$ cat src/rtl/seq_alu_pkg.sv
`default_nettype none
// ============================================================================
// Module      : seq_alu_pkg
// Description : Shared types and constants for the sequential ALU: operation
//               encoding, FSM state encoding and CMP result bit positions.
// Revision    : 1.0 - initial release
// ============================================================================
package seq_alu_pkg;

    // Operation codes; the numeric order is fixed by the instruction decoder.
    typedef enum logic [3:0] {
        ADD    = 4'd0,
        SUB    = 4'd1,
        MUL    = 4'd2,
        DIV    = 4'd3,
        MOD    = 4'd4,
        SHL    = 4'd5,
        SHR    = 4'd6,
        AND    = 4'd7,
        OR     = 4'd8,
        XOR    = 4'd9,
        NOR    = 4'd10,
        POPCNT = 4'd11,
        CLZ    = 4'd12,
        CTZ    = 4'd13,
        XXX    = 4'd14,
        CMP    = 4'd15
    } alu_op_t;

    // FSM states. Prefixed so they do not collide with the DIV opcode.
    typedef enum logic [0:0] {
        S_IDLE = 1'b0,
        S_DIV  = 1'b1
    } alu_state_t;

    // Bit positions inside the CMP result word {0..., gt, eq, lt}.
    localparam int CMP_LT_BIT = 0;
    localparam int CMP_EQ_BIT = 1;
    localparam int CMP_GT_BIT = 2;

    function automatic logic is_divmod(input alu_op_t op);
        return (op == DIV) || (op == MOD);
    endfunction

endpackage
`default_nettype wire

$ cat src/rtl/seq_alu_if.sv
`default_nettype none
// ============================================================================
// Module      : seq_alu_if
// Description : Operand/result handshake bundle of the sequential ALU.
//               master : issues operations, consumes results
//               slave  : the ALU itself
//   in_valid/in_ready   operand-side handshake
//   op, op_signed       operation and signedness
//   ra, rb              operands (WIDTH bits)
//   out_valid/out_ready result-side handshake
//   result, flag_*      registered result and status flags
// Revision    : 1.0 - initial release
// ============================================================================
interface seq_alu_if #(
    parameter int WIDTH = 16
);
    import seq_alu_pkg::*;

    logic             in_valid;
    logic             in_ready;
    alu_op_t          op;
    logic             op_signed;
    logic [WIDTH-1:0] ra;
    logic [WIDTH-1:0] rb;
    logic             out_valid;
    logic             out_ready;
    logic [WIDTH-1:0] result;
    logic             flag_zero;
    logic             flag_carry;
    logic             flag_dz;

    modport master (
        output in_valid, op, op_signed, ra, rb, out_ready,
        input  in_ready, out_valid, result, flag_zero, flag_carry, flag_dz
    );

    modport slave (
        input  in_valid, op, op_signed, ra, rb, out_ready,
        output in_ready, out_valid, result, flag_zero, flag_carry, flag_dz
    );

endinterface
`default_nettype wire

$ cat src/rtl/seq_alu_divider.sv
`default_nettype none
// ============================================================================
// Module      : seq_divider
// Description : Unsigned restoring divider, one quotient bit per cycle.
//   clk, reset          clock, synchronous active-high reset
//   start               load dividend/divisor and begin WIDTH iterations
//   dividend, divisor   unsigned operands (divisor must be non-zero)
//   quotient, remainder results of the step taken this cycle; final when done
//   busy                iterations in progress
//   done                the final iteration is being taken this cycle
// Revision    : 1.0 - initial release
// ============================================================================
module seq_divider #(
    parameter int WIDTH = 16
) (
    input  wire logic             clk,
    input  wire logic             reset,
    input  wire logic             start,
    input  wire logic [WIDTH-1:0] dividend,
    input  wire logic [WIDTH-1:0] divisor,
    output logic      [WIDTH-1:0] quotient,
    output logic      [WIDTH-1:0] remainder,
    output logic                  busy,
    output logic                  done
);

    localparam int CW = $clog2(WIDTH + 1);

    logic [WIDTH-1:0] rem_q;
    logic [WIDTH-1:0] quo_q;      // dividend bits shift out the top, quotient bits in at the bottom
    logic [WIDTH-1:0] dvsr_q;
    logic [CW-1:0]    cnt_q;
    logic             busy_q;

    logic [WIDTH:0]   w_shift;
    logic [WIDTH:0]   w_trial;
    logic             w_ge;

    // Partial remainder stays below 2*divisor, so WIDTH+1 bits hold the trial.
    assign w_shift   = {rem_q, quo_q[WIDTH-1]};
    assign w_trial   = w_shift - {1'b0, dvsr_q};
    assign w_ge      = ~w_trial[WIDTH];

    // Outputs are the step's next values so the caller can register the final
    // answer on the same edge as the last iteration.
    assign quotient  = {quo_q[WIDTH-2:0], w_ge};
    assign remainder = w_ge ? w_trial[WIDTH-1:0] : w_shift[WIDTH-1:0];
    assign busy      = busy_q;
    assign done      = busy_q && (cnt_q == CW'(1));

    always_ff @(posedge clk) begin
        if (reset) begin
            rem_q  <= '0;
            quo_q  <= '0;
            dvsr_q <= '0;
            cnt_q  <= '0;
            busy_q <= 1'b0;
        end else if (start) begin
            rem_q  <= '0;
            quo_q  <= dividend;
            dvsr_q <= divisor;
            cnt_q  <= CW'(WIDTH);
            busy_q <= 1'b1;
        end else if (busy_q) begin
            rem_q  <= remainder;
            quo_q  <= quotient;
            cnt_q  <= cnt_q - CW'(1);
            if (cnt_q == CW'(1)) begin
                busy_q <= 1'b0;
            end
        end
    end

endmodule
`default_nettype wire

$ cat src/rtl/seq_alu.sv
`default_nettype none
// ============================================================================
// Module      : seq_alu
// Description : Multi-cycle ALU with valid/ready handshakes. Single-cycle
//               arithmetic/logic ops, WIDTH-cycle iterative DIV/MOD (signed
//               or unsigned) and registered zero/carry/divide-by-zero flags.
//   clk    clock
//   reset  synchronous active-high reset
//   bus    seq_alu_if.slave: operand handshake, op, ra/rb, result handshake,
//          result and flags
// Revision    : 1.0 - initial release
// ============================================================================
module seq_alu #(
    parameter int WIDTH = 16,
    parameter int SHW   = $clog2(WIDTH)
) (
    input  wire logic clk,
    input  wire logic reset,
    seq_alu_if.slave  bus
);
    import seq_alu_pkg::*;

    alu_state_t       state_q, state_d;
    logic             out_valid_q, out_valid_d;
    logic [WIDTH-1:0] result_q, result_d;
    logic             zero_q, zero_d;
    logic             carry_q, carry_d;
    logic             dz_q, dz_d;
    logic             is_mod_q, is_mod_d;
    logic             q_neg_q, q_neg_d;
    logic             r_neg_q, r_neg_d;

    logic             w_accept;
    logic             w_ra_neg, w_rb_neg;
    logic [WIDTH-1:0] w_ra_mag, w_rb_mag;
    logic [WIDTH:0]   w_sum, w_diff;
    logic             w_lt, w_eq, w_gt;
    logic             w_shift_big;
    logic [SHW-1:0]   w_shamt;
    logic [WIDTH-1:0] w_pop, w_clz, w_ctz;
    logic [WIDTH-1:0] w_alu_res, w_imm_res;
    logic             w_alu_carry;
    logic             w_div_start, w_div_busy, w_div_done;
    logic [WIDTH-1:0] w_div_quo, w_div_rem, w_div_sel, w_div_fix;

    assign bus.in_ready   = (state_q == S_IDLE) && (!out_valid_q || bus.out_ready) && !reset;
    assign bus.out_valid  = out_valid_q;
    assign bus.result     = result_q;
    assign bus.flag_zero  = zero_q;
    assign bus.flag_carry = carry_q;
    assign bus.flag_dz    = dz_q;

    assign w_accept = bus.in_valid && bus.in_ready;

    // Signed division runs on magnitudes; MIN maps onto itself, which read as
    // unsigned is exactly its magnitude.
    assign w_ra_neg = bus.op_signed && bus.ra[WIDTH-1];
    assign w_rb_neg = bus.op_signed && bus.rb[WIDTH-1];
    assign w_ra_mag = w_ra_neg ? -bus.ra : bus.ra;
    assign w_rb_mag = w_rb_neg ? -bus.rb : bus.rb;

    assign w_sum       = {1'b0, bus.ra} + {1'b0, bus.rb};
    assign w_diff      = {1'b0, bus.ra} - {1'b0, bus.rb};
    assign w_eq        = (bus.ra == bus.rb);
    assign w_lt        = bus.op_signed ? ($signed(bus.ra) < $signed(bus.rb)) : (bus.ra < bus.rb);
    assign w_gt        = !w_lt && !w_eq;
    assign w_shift_big = (bus.rb >= WIDTH'(WIDTH));
    assign w_shamt     = bus.rb[SHW-1:0];

    // Bit counters. CLZ keeps the highest set bit seen, CTZ the lowest.
    always_comb begin
        w_pop = '0;
        w_clz = WIDTH'(WIDTH);
        w_ctz = WIDTH'(WIDTH);
        for (int i = 0; i < WIDTH; i++) begin
            if (bus.ra[i]) begin
                w_pop = w_pop + WIDTH'(1);
                w_clz = WIDTH'(WIDTH - 1 - i);
            end
        end
        for (int i = WIDTH - 1; i >= 0; i--) begin
            if (bus.ra[i]) begin
                w_ctz = WIDTH'(i);
            end
        end
    end

    always_comb begin
        w_alu_res   = '0;
        w_alu_carry = 1'b0;
        case (bus.op)
            ADD: begin
                w_alu_res   = w_sum[WIDTH-1:0];
                w_alu_carry = w_sum[WIDTH];
            end
            SUB: begin
                w_alu_res   = w_diff[WIDTH-1:0];
                w_alu_carry = w_diff[WIDTH];
            end
            MUL:    w_alu_res = bus.ra * bus.rb;
            SHL:    w_alu_res = w_shift_big ? '0 : (bus.ra << w_shamt);
            SHR: begin
                if (bus.op_signed) begin
                    w_alu_res = w_shift_big ? {WIDTH{bus.ra[WIDTH-1]}}
                                            : ($signed(bus.ra) >>> w_shamt);
                end else begin
                    w_alu_res = w_shift_big ? '0 : (bus.ra >> w_shamt);
                end
            end
            AND:    w_alu_res = bus.ra & bus.rb;
            OR:     w_alu_res = bus.ra | bus.rb;
            XOR:    w_alu_res = bus.ra ^ bus.rb;
            NOR:    w_alu_res = ~(bus.ra | bus.rb);
            POPCNT: w_alu_res = w_pop;
            CLZ:    w_alu_res = w_clz;
            CTZ:    w_alu_res = w_ctz;
            XXX:    w_alu_res = result_q;
            CMP: begin
                w_alu_res[CMP_LT_BIT] = w_lt;
                w_alu_res[CMP_EQ_BIT] = w_eq;
                w_alu_res[CMP_GT_BIT] = w_gt;
                w_alu_carry           = w_diff[WIDTH];
            end
            default: w_alu_res = '0;
        endcase
    end

    // Immediate result: only reached for DIV/MOD when rb is zero.
    assign w_imm_res = !is_divmod(bus.op) ? w_alu_res
                     : (bus.op == DIV)    ? {WIDTH{1'b1}}
                     :                      bus.ra;

    // Quotient is negative when operand signs differ; remainder follows the dividend.
    assign w_div_sel = is_mod_q ? w_div_rem : w_div_quo;
    assign w_div_fix = (is_mod_q ? r_neg_q : q_neg_q) ? -w_div_sel : w_div_sel;

    seq_divider #(
        .WIDTH (WIDTH)
    ) u_div (
        .clk       (clk),
        .reset     (reset),
        .start     (w_div_start),
        .dividend  (w_ra_mag),
        .divisor   (w_rb_mag),
        .quotient  (w_div_quo),
        .remainder (w_div_rem),
        .busy      (w_div_busy),
        .done      (w_div_done)
    );

    always_comb begin
        state_d     = state_q;
        out_valid_d = out_valid_q && !bus.out_ready;
        result_d    = result_q;
        zero_d      = zero_q;
        carry_d     = carry_q;
        dz_d        = dz_q;
        is_mod_d    = is_mod_q;
        q_neg_d     = q_neg_q;
        r_neg_d     = r_neg_q;
        w_div_start = 1'b0;
        case (state_q)
            S_IDLE: begin
                if (w_accept) begin
                    if (is_divmod(bus.op) && (bus.rb != '0)) begin
                        state_d     = S_DIV;
                        w_div_start = 1'b1;
                        is_mod_d    = (bus.op == MOD);
                        q_neg_d     = w_ra_neg ^ w_rb_neg;
                        r_neg_d     = w_ra_neg;
                    end else begin
                        out_valid_d = 1'b1;
                        result_d    = w_imm_res;
                        zero_d      = (w_imm_res == '0);
                        carry_d     = w_alu_carry;
                        dz_d        = is_divmod(bus.op);
                    end
                end
            end
            S_DIV: begin
                // A pending result cannot exist here: accept only happens once
                // the previous result is gone, so completion never has to stall.
                if (w_div_done) begin
                    state_d     = S_IDLE;
                    out_valid_d = 1'b1;
                    result_d    = w_div_fix;
                    zero_d      = (w_div_fix == '0);
                    carry_d     = 1'b0;
                    dz_d        = 1'b0;
                end else if (!w_div_busy) begin
                    state_d = S_IDLE;
                end
            end
            default: state_d = S_IDLE;
        endcase
    end

    always_ff @(posedge clk) begin
        if (reset) begin
            state_q     <= S_IDLE;
            out_valid_q <= 1'b0;
            result_q    <= '0;
            zero_q      <= 1'b0;
            carry_q     <= 1'b0;
            dz_q        <= 1'b0;
            is_mod_q    <= 1'b0;
            q_neg_q     <= 1'b0;
            r_neg_q     <= 1'b0;
        end else begin
            state_q     <= state_d;
            out_valid_q <= out_valid_d;
            result_q    <= result_d;
            zero_q      <= zero_d;
            carry_q     <= carry_d;
            dz_q        <= dz_d;
            is_mod_q    <= is_mod_d;
            q_neg_q     <= q_neg_d;
            r_neg_q     <= r_neg_d;
        end
    end

endmodule
`default_nettype wire

$ cat src/flat_wrapper.sv
// flat-port wrapper written by rule: the top's interface ports become plain ports
module seq_alu_flat import seq_alu_pkg::*;
#(
    parameter int WIDTH = 16,
    parameter int SHW   = $clog2(WIDTH)
)
  (clk, reset, bus_in_valid, bus_op, bus_op_signed, bus_ra, bus_rb, bus_out_ready, bus_in_ready, bus_out_valid, bus_result, bus_flag_zero, bus_flag_carry, bus_flag_dz);
  seq_alu_if #(.WIDTH(WIDTH)) bus_i ();
  input  wire logic clk;
  input  wire logic reset;
  input wire logic [$bits(bus_i.in_valid)-1:0] bus_in_valid;
  input wire logic [$bits(bus_i.op)-1:0] bus_op;
  input wire logic [$bits(bus_i.op_signed)-1:0] bus_op_signed;
  input wire logic [$bits(bus_i.ra)-1:0] bus_ra;
  input wire logic [$bits(bus_i.rb)-1:0] bus_rb;
  input wire logic [$bits(bus_i.out_ready)-1:0] bus_out_ready;
  output wire logic [$bits(bus_i.in_ready)-1:0] bus_in_ready;
  output wire logic [$bits(bus_i.out_valid)-1:0] bus_out_valid;
  output wire logic [$bits(bus_i.result)-1:0] bus_result;
  output wire logic [$bits(bus_i.flag_zero)-1:0] bus_flag_zero;
  output wire logic [$bits(bus_i.flag_carry)-1:0] bus_flag_carry;
  output wire logic [$bits(bus_i.flag_dz)-1:0] bus_flag_dz;
  assign bus_i.in_valid = bus_in_valid;
  assign bus_i.op = bus_op;
  assign bus_i.op_signed = bus_op_signed;
  assign bus_i.ra = bus_ra;
  assign bus_i.rb = bus_rb;
  assign bus_i.out_ready = bus_out_ready;
  assign bus_in_ready = bus_i.in_ready;
  assign bus_out_valid = bus_i.out_valid;
  assign bus_result = bus_i.result;
  assign bus_flag_zero = bus_i.flag_zero;
  assign bus_flag_carry = bus_i.flag_carry;
  assign bus_flag_dz = bus_i.flag_dz;
  seq_alu #(.WIDTH(WIDTH), .SHW(SHW)) u_core (.clk(clk), .reset(reset), .bus(bus_i));
endmodule
$ cat config.mk
export PLATFORM = sky130hd
export DESIGN_NAME = seq_alu_flat
export DESIGN_NICKNAME = d
export VERILOG_FILES = /design/src/rtl/seq_alu_pkg.sv /design/src/rtl/seq_alu_if.sv /design/src/rtl/seq_alu_divider.sv /design/src/rtl/seq_alu.sv /design/src/flat_wrapper.sv
export SDC_FILE = /design/constraint.sdc
export NUM_CORES = 1
export LEC_CHECK = 0
export ABC_AREA = 1
export CELL_PAD_IN_SITES_DETAIL_PLACEMENT = 1
export CELL_PAD_IN_SITES_GLOBAL_PLACEMENT = 2
export CORE_ASPECT_RATIO = 1.2
export CORE_MARGIN = 5
export CORE_UTILIZATION = 31
export DETAILED_ROUTE_END_ITERATION = 7
export PLACE_DENSITY_LB_ADDON = 0.1
export SYNTH_ARGS = -nofsm -noshare
export SYNTH_HDL_FRONTEND = slang
export SYNTH_SLANG_ARGS = --single-unit
export TNS_END_PERCENT = 10
$ cat constraint.sdc
create_clock -name clk -period 10.05 [get_ports clk]
set_input_delay 2.01 -clock clk [delete_from_list [all_inputs] [get_ports clk]]
set_output_delay 2.01 -clock clk [all_outputs]
set_load 0.02 [all_outputs]
Run 1, pin placement:
Scale: 2 px per um. Pins as bars across the die edge, other pins in grey.
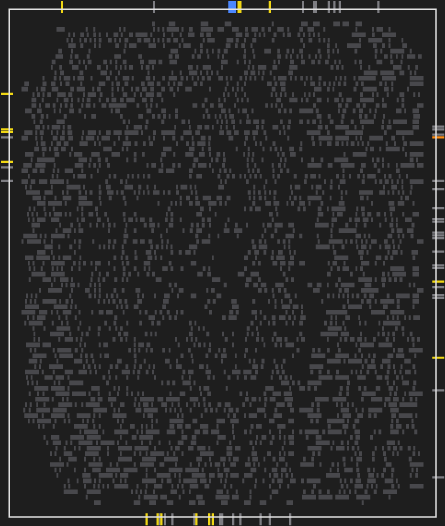
port	colour	pins	direction	edge
bus_op	blue	4	input	north
bus_ra	yellow	16	input	6 south, 4 west, 4 north, 2 east
bus_in_valid	orange	1	input	east
all pins by edge	22 east, 17 south, 16 north, 7 west
die span in x: 213 um
die y size: 253 um
IO buf count: 61

Run 1, signal wires on met2:
Scale: 2 px per um.
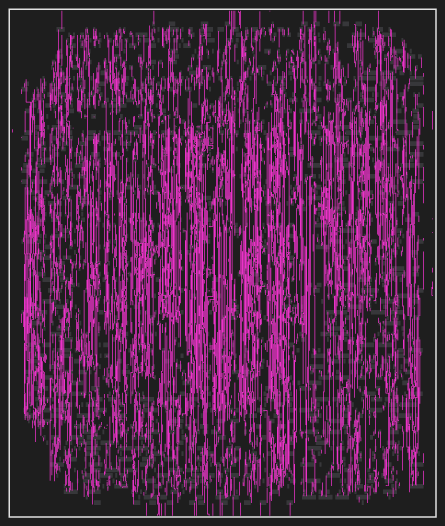
longest straight run	122 um
share of all routed wire	49%
wire length on this layer	35.3 mm
nets with wire on the layer	2326
main direction	vertical

Run 1, signal wires on met3:
Scale: 2 px per um.
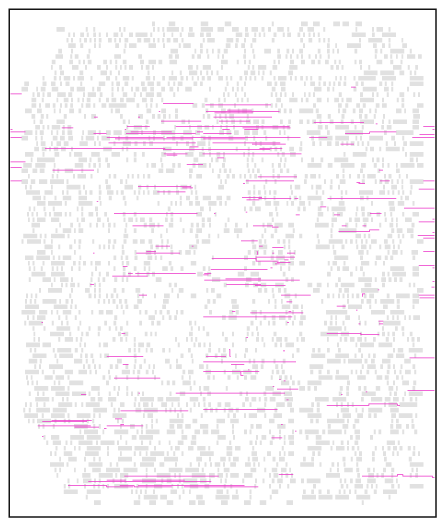
nets with wire on the layer	136
main direction	horizontal
longest straight run	66.7 um
wire length on this layer	2550 um
share of all routed wire	3.6%
via count: 16600
Routed WL: 71300 um
met3 Use GR: 2.22%

==> CHANGELOG.md, run 1 <==
## Flow update

- Area growth syn-to-layout: 13.4%
- Antenna cell count: 0
- CP most frequent cell: nand2_1
- Min Tclk post-route: 9.42 ns
- Fin area: 0.0173 mm^2
- FF-to-FF Start: u_core.u_div.quo_q[15]$_SDFFE_PP0P_
- Rel. slew slack: 25.7%
- Status: complete, no violations
- Clkbuf count: 9
- Cell count in the Yosys report: 2481
- H-tree levels: 3
- Worst-case register-to-register setup slack: 4.77 ns
- Req. time, crit path: 10.35 ns
- Fraction of area in multi-input gates: 67.3%
- Post-synth seq share: 10.2%
- RSZ-0062 raised after global routing: no
- Fraction of cell area in non-clock buffers: 7.65%
- Distinct cell type count after synthesis: 63
- CTS sink count: 78
- Max incr delay on CP: 0.35 ns
- Least-Margin Pin Slew: 1.11 ns
- Synth warnings: 0
- Initial antenna violation count: 0
- Floorplan Nets: 2742
- Sequential cell area share: 9.02%
- Max Cap Viol: 0
- Main flop type: dfxtp_1
- Final Max Tran Viols: 0
- Chip Area, Yosys: 0.0153 mm^2
- Crit. End Element: register
- Initial DRC Count: 886
- Top cells by count: 556 x nand2_1, 427 x inv_1, 211 x nor2_1
- First-pass GRT wire length: 107000 um
- CTS tree: built
- Signal buffers: 154
- Final setup vio count: 0
- Count leader, synth: nand2_1
- PwrDens: 141 mW/mm^2
- Fp_density: 31.2%
- Fraction of area in clock buffers and inverters: 1.75%
- Routed WL per cell: 22.4 um
- Share of cells above drive strength 1: 9.08%
- Clock Pin Slew Worst Setup and Hold Paths: 0.07 ns
- Synth Cell Area: 0.0153 mm^2
- Worst Hold End: u_core.u_div.cnt_q[1]$_SDFFE_PP0P_
- Chip Area: 0.0538 mm^2
- All-Layer GR Usage: 26.3%
- Nets: 2801
- Data arrival time of the critical path: 9.71 ns
- CTS Buf Count: 9
- Ys async rst share: 0%
==> run 1: worst max-delay path by stage <==
| stage | cells after the start | from | end | slack, ns |
|---|---|---|---|---|
| finish | 47 | bus_ra[0] | u_core.bus.flag_zero$_SDFFE_PP0P_ | 0.63 |
| global route | 55 | bus_ra[0] | u_core.bus.flag_zero$_SDFFE_PP0P_ | 0.02 |
| CTS | 47 | bus_ra[1] | u_core.bus.flag_zero$_SDFFE_PP0P_ | 0.01 |
| detailed placement | 47 | bus_ra[1] | u_core.bus.flag_zero$_SDFFE_PP0P_ | -0.32 |
| global placement | 47 | bus_ra[1] | u_core.bus.flag_zero$_SDFFE_PP0P_ | -0.09 |
| floorplan | 47 | bus_ra[0] | u_core.bus.flag_zero$_SDFFE_PP0P_ | 0.45 |
==> run 1: per-stage QoR <==
step                      setup WS (ns)  TNS (ns)  utilization (%)  total power, mW  hold slack, ns
after floorplan                   0.451         0                -             1.52           0.428
after global placement          -0.0897   -0.0897             34.6             2.08           0.438
after detailed placement         -0.323     -1.18             34.6             2.11           0.461
after CTS                        0.0130         0             35.2             2.48           0.474
after global routing             0.0184         0             35.3             2.71           0.492
final                             0.635         0             35.3             2.44           0.465
==> run 1: layer usage <==
layer,track usage [%],vias up
li1,-,8067
met1,33.4,8093
met2,46.9,324
met3,2.22,79
met4,8.49,0
met5,0,-
==> run 1: flip-flops by register name (all words and copies together) (netlist names) <==
name / cells
u_core.bus.flag_zero: 1
u_core.state_q: 1
u_core.q_neg_q: 1
u_core.u_div.busy: 1
u_core.bus.flag_carry: 1
u_core.r_neg_q: 1
u_core.bus.out_valid: 1
u_core.u_div.dvsr_q: 16
u_core.is_mod_q: 1
u_core.bus.result: 16
u_core.u_div.cnt_q: 5
u_core.bus.flag_dz: 1
u_core.u_div.quo_q: 16
u_core.u_div.rem_q: 16
==> run 1: power by group <==
group | internal (mW) | total, mW | leakage, nW | switching [mW]
logic | 0.629 | 1.76 | 7.86 | 1.13
registers | 0.321 | 0.334 | 0.633 | 0.0135
clock network | 0.195 | 0.346 | 0.147 | 0.151
total | 1.14 | 2.44 | 8.64 | 1.29
==> run 1: placed cells by master, fill, tap and decap left out, drive strengths merged, types with 8 or more instances in the layout <==
master	n
nand2	606
nand4	24
a221oi	9
clkinv	12
o21bai	12
o21ai	208
xor2	57
a21oi	171
a31oi	18
ha	137
nor2	221
dfxtp	78
buf	94
nand3	125
nand3b	9
clkdlybuf4s50	57
o2111ai	13
o211ai	19
o221ai	13
nor3	22
or2	15
clkbuf	9
xnor2	20
fa	83
o22ai	8
inv	441
nor4	9
==> run 1: kinds of logic (layout without fill, tap and decap cells) <==
kind of cell	count (synthesis)	in the layout	synth area share (%)
flops	78	78	10.2
xor+xnor	77	77	4.47
fa+ha+maj	220	220	22.1
simple gates	1037	1037	29.9
compound gates	509	509	19.1
buf+inv	554	618	13.8
mux	6	6	0.393
==> run 1: worst max-delay path: cells and delay by family <==
| family | cells | cell delay (ns) |
|---|---|---|
| buffers and inverters | 4 | 0.53 |
| AND/OR/NAND/NOR | 25 | 2.63 |
| adder cells (fa/ha/maj) | 13 | 3.66 |
| AND-OR/OR-AND | 5 | 0.87 |
## Run 2: what changed since run 1
--- a/config.mk
+++ b/config.mk
@@ -12,5 +12,6 @@
 export CORE_MARGIN = 5
-export CORE_UTILIZATION = 31
+export CORE_UTILIZATION = 38
 export DETAILED_ROUTE_END_ITERATION = 7
 export PLACE_DENSITY_LB_ADDON = 0.1
+export REMOVE_ABC_BUFFERS = 1
 export SYNTH_ARGS = -nofsm -noshare
==> constraint.sdc (replaced) <==
create_clock -name clk -period 12.05 [get_ports clk]
set_input_delay 2.41 -clock clk [delete_from_list [all_inputs] [get_ports clk]]
set_output_delay 2.41 -clock clk [all_outputs]
set_load 0.005 [all_outputs]
Run 2, pin placement:
Scale: 2 px per um. Pins as bars across the die edge, other pins in grey.
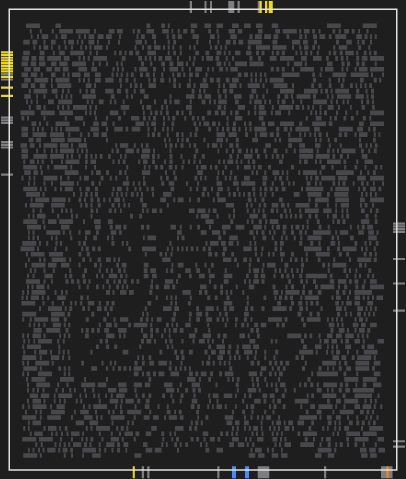
port	colour	pins	direction	edge
bus_ra	yellow	16	input	11 west, 4 north, 1 south
bus_op	blue	4	input	south
bus_in_valid	orange	1	input	south

==> run 2 against run 1 <==
Net effect:
- power fell by 16%
- largest power group unchanged
- setup slack improved by 0.33 ns
- clock power fell by 5.8%
- non-clock buffer count fell by 47
- sequential power fell by 16%
- flip-flop count did not move
==> CHANGELOG.md, run 2 <==
## Flow update

- Final TNS setup: 0 ns (unchanged)
- Finished Core Util: 42.3% (was 35.3%)
- CTS tree: built (unchanged)
- Fp_density: 38.4% (was 31.2%)
- RSZ-0062 raised after global routing: no (unchanged)
- FF-to-FF Start: u_core.u_div.quo_q[15]$_SDFFE_PP0P_ (unchanged)
- Nets: 2754 (was 2801)
- Rel. slew slack: 19.2% (was 25.7%)
- Clock Pin Slew Worst Setup and Hold Paths: 0.06 ns (was 0.07 ns)
- Worst-case register-to-register setup slack: 6.96 ns (was 4.77 ns)
- DP Worst Slack: 0.607 ns (was -0.323 ns)
- Main flop type: dfxtp_1 (unchanged)
- All-Layer GR Usage: 32.1% (was 26.3%)
- Chip Area, Yosys: 0.0153 mm^2 (unchanged)
- Worst Setup Slack, final: 0.967 ns (was 0.635 ns)
- Final setup vio count: 0 (unchanged)
- Crit path to: u_core.bus.flag_zero$_SDFFE_PP0P_ (unchanged)
- Synth warnings: 0 (unchanged)
- Via count: 17000 (was 16600)
- First-pass GRT wire length: 107000 um (about the same)
- Synth Cell Area: 0.0153 mm^2 (unchanged)
- CP most frequent cell: nand2_1 (unchanged)
- Top cell excl fill/tap: nand2_1 (unchanged)
- Ys async rst share: 0% (unchanged)
- Count leader, synth: nand2_1 (unchanged)
- CTS sink count: 78 (unchanged)
- Data arrival time of the critical path: 11.37 ns (was 9.71 ns)
- Max Cap Viol: 0 (unchanged)
- Max incr delay on CP: 0.62 ns (was 0.35 ns)
- Routed WL per cell: 23.8 um (was 22.4 um)
- Cell count in the Yosys report: 2481 (unchanged)
- Crit. End Element: register (unchanged)
- Distinct cell type count after synthesis: 63 (unchanged)
- CTS Buf Count: 9 (unchanged)
- Status: complete, no violations (unchanged)
- Die span in x: 193 um (was 213 um)
- Initial DRC Count: 881 (was 886)
- Top cells by count: 556 x nand2_1, 427 x inv_1, 211 x nor2_1 (unchanged)
Run 2, signal wires on met3:
Scale: 2 px per um.
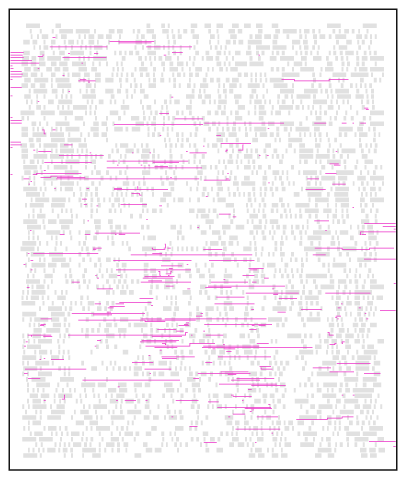
wire length on this layer	2620 um
nets with wire on the layer	177
longest straight run	71.3 um

==> run 2: cell counts after synthesis <==
No cell type changed its count.
==> run 2: cell families (layout without fill, tap and decap cells) <==
kind of cell | Yosys count | count (layout) | share of synthesized area (%)
AND/OR/NAND/NOR | 1037 | 1037 | 29.9
XOR/XNOR | 77 | 77 | 4.47
multiplexers | 6 | 6 | 0.393
AND-OR/OR-AND | 509 | 509 | 19.1
adder cells (fa/ha/maj) | 220 | 220 | 22.1
other | 0 | 1 | 0
flip-flops | 78 | 78 | 10.2
buffers and inverters | 554 | 571 | 13.8
==> run 2: where the power goes <==
group          switching [mW]  internal [mW]
combinational           0.953          0.502
sequential             0.0119          0.267
clock                   0.118          0.208
total                    1.08          0.978
==> run 2: layout make-up <==
type                       count  area, um^2
inverter                     448        1680
fill                        5358       22900
tap                          533         667
clock inverter                 6         109
multi-input combinational   1849       11600
sequential                    78        1560
timing repair buffer         107         951
antenna                        1        2.50
clock buffer                  10         239
==> run 2: worst min-delay path by stage <==
| stage | from | to | slack [ns] | cells after the start |
|---|---|---|---|---|
| global route | u_core.bus.flag_carry$_SDFFE_PP0P_ | u_core.bus.flag_carry$_SDFFE_PP0P_ | 0.49 | 2 |
| floorplan | u_core.r_neg_q$_SDFFE_PP0P_ | u_core.r_neg_q$_SDFFE_PP0P_ | 0.43 | 2 |
| finish | u_core.bus.flag_dz$_SDFFE_PP0P_ | u_core.bus.flag_dz$_SDFFE_PP0P_ | 0.47 | 2 |
| detailed placement | u_core.bus.flag_dz$_SDFFE_PP0P_ | u_core.bus.flag_dz$_SDFFE_PP0P_ | 0.46 | 2 |
| CTS | u_core.bus.flag_dz$_SDFFE_PP0P_ | u_core.bus.flag_dz$_SDFFE_PP0P_ | 0.47 | 2 |
| global placement | u_core.u_div.cnt_q[1]$_SDFFE_PP0P_ | u_core.u_div.cnt_q[1]$_SDFFE_PP0P_ | 0.45 | 2 |
==> run 2: worst max-delay path, delay by kind of cell <==
kind                     cells  cell delay, ns
AND/OR/NAND/NOR             24            2.93
AND-OR/OR-AND                5            1.01
adder cells (fa/ha/maj)     13            3.99
buffers and inverters        5            1.03
==> run 2: through the flow <==
step / cells / power [mW] / hold slack [ns] / area (um^2)
2_1_floorplan: 2375 / 1.23 / 0.428 / 14800
3_3_place_gp: 3015 / 1.70 / 0.452 / 16500
3_5_place_dp: 3015 / 1.73 / 0.458 / 16500
4_1_cts: 3031 / 2.07 / 0.468 / 16800
5_1_grt: 3031 / 2.24 / 0.488 / 16800
6_report: 3032 / 2.06 / 0.468 / 16800
==> run 2: metal layers <==
layer	track usage (%)	share of wire, %	vias up
li1	-	-	7975
met5	0	0	-
met1	37.6	40	8362
met2	57.2	50	457
met3	2.65	3.6	178
met4	17.6	6.7	0
No activity file was given, so power comes from the tool's default toggle rates.
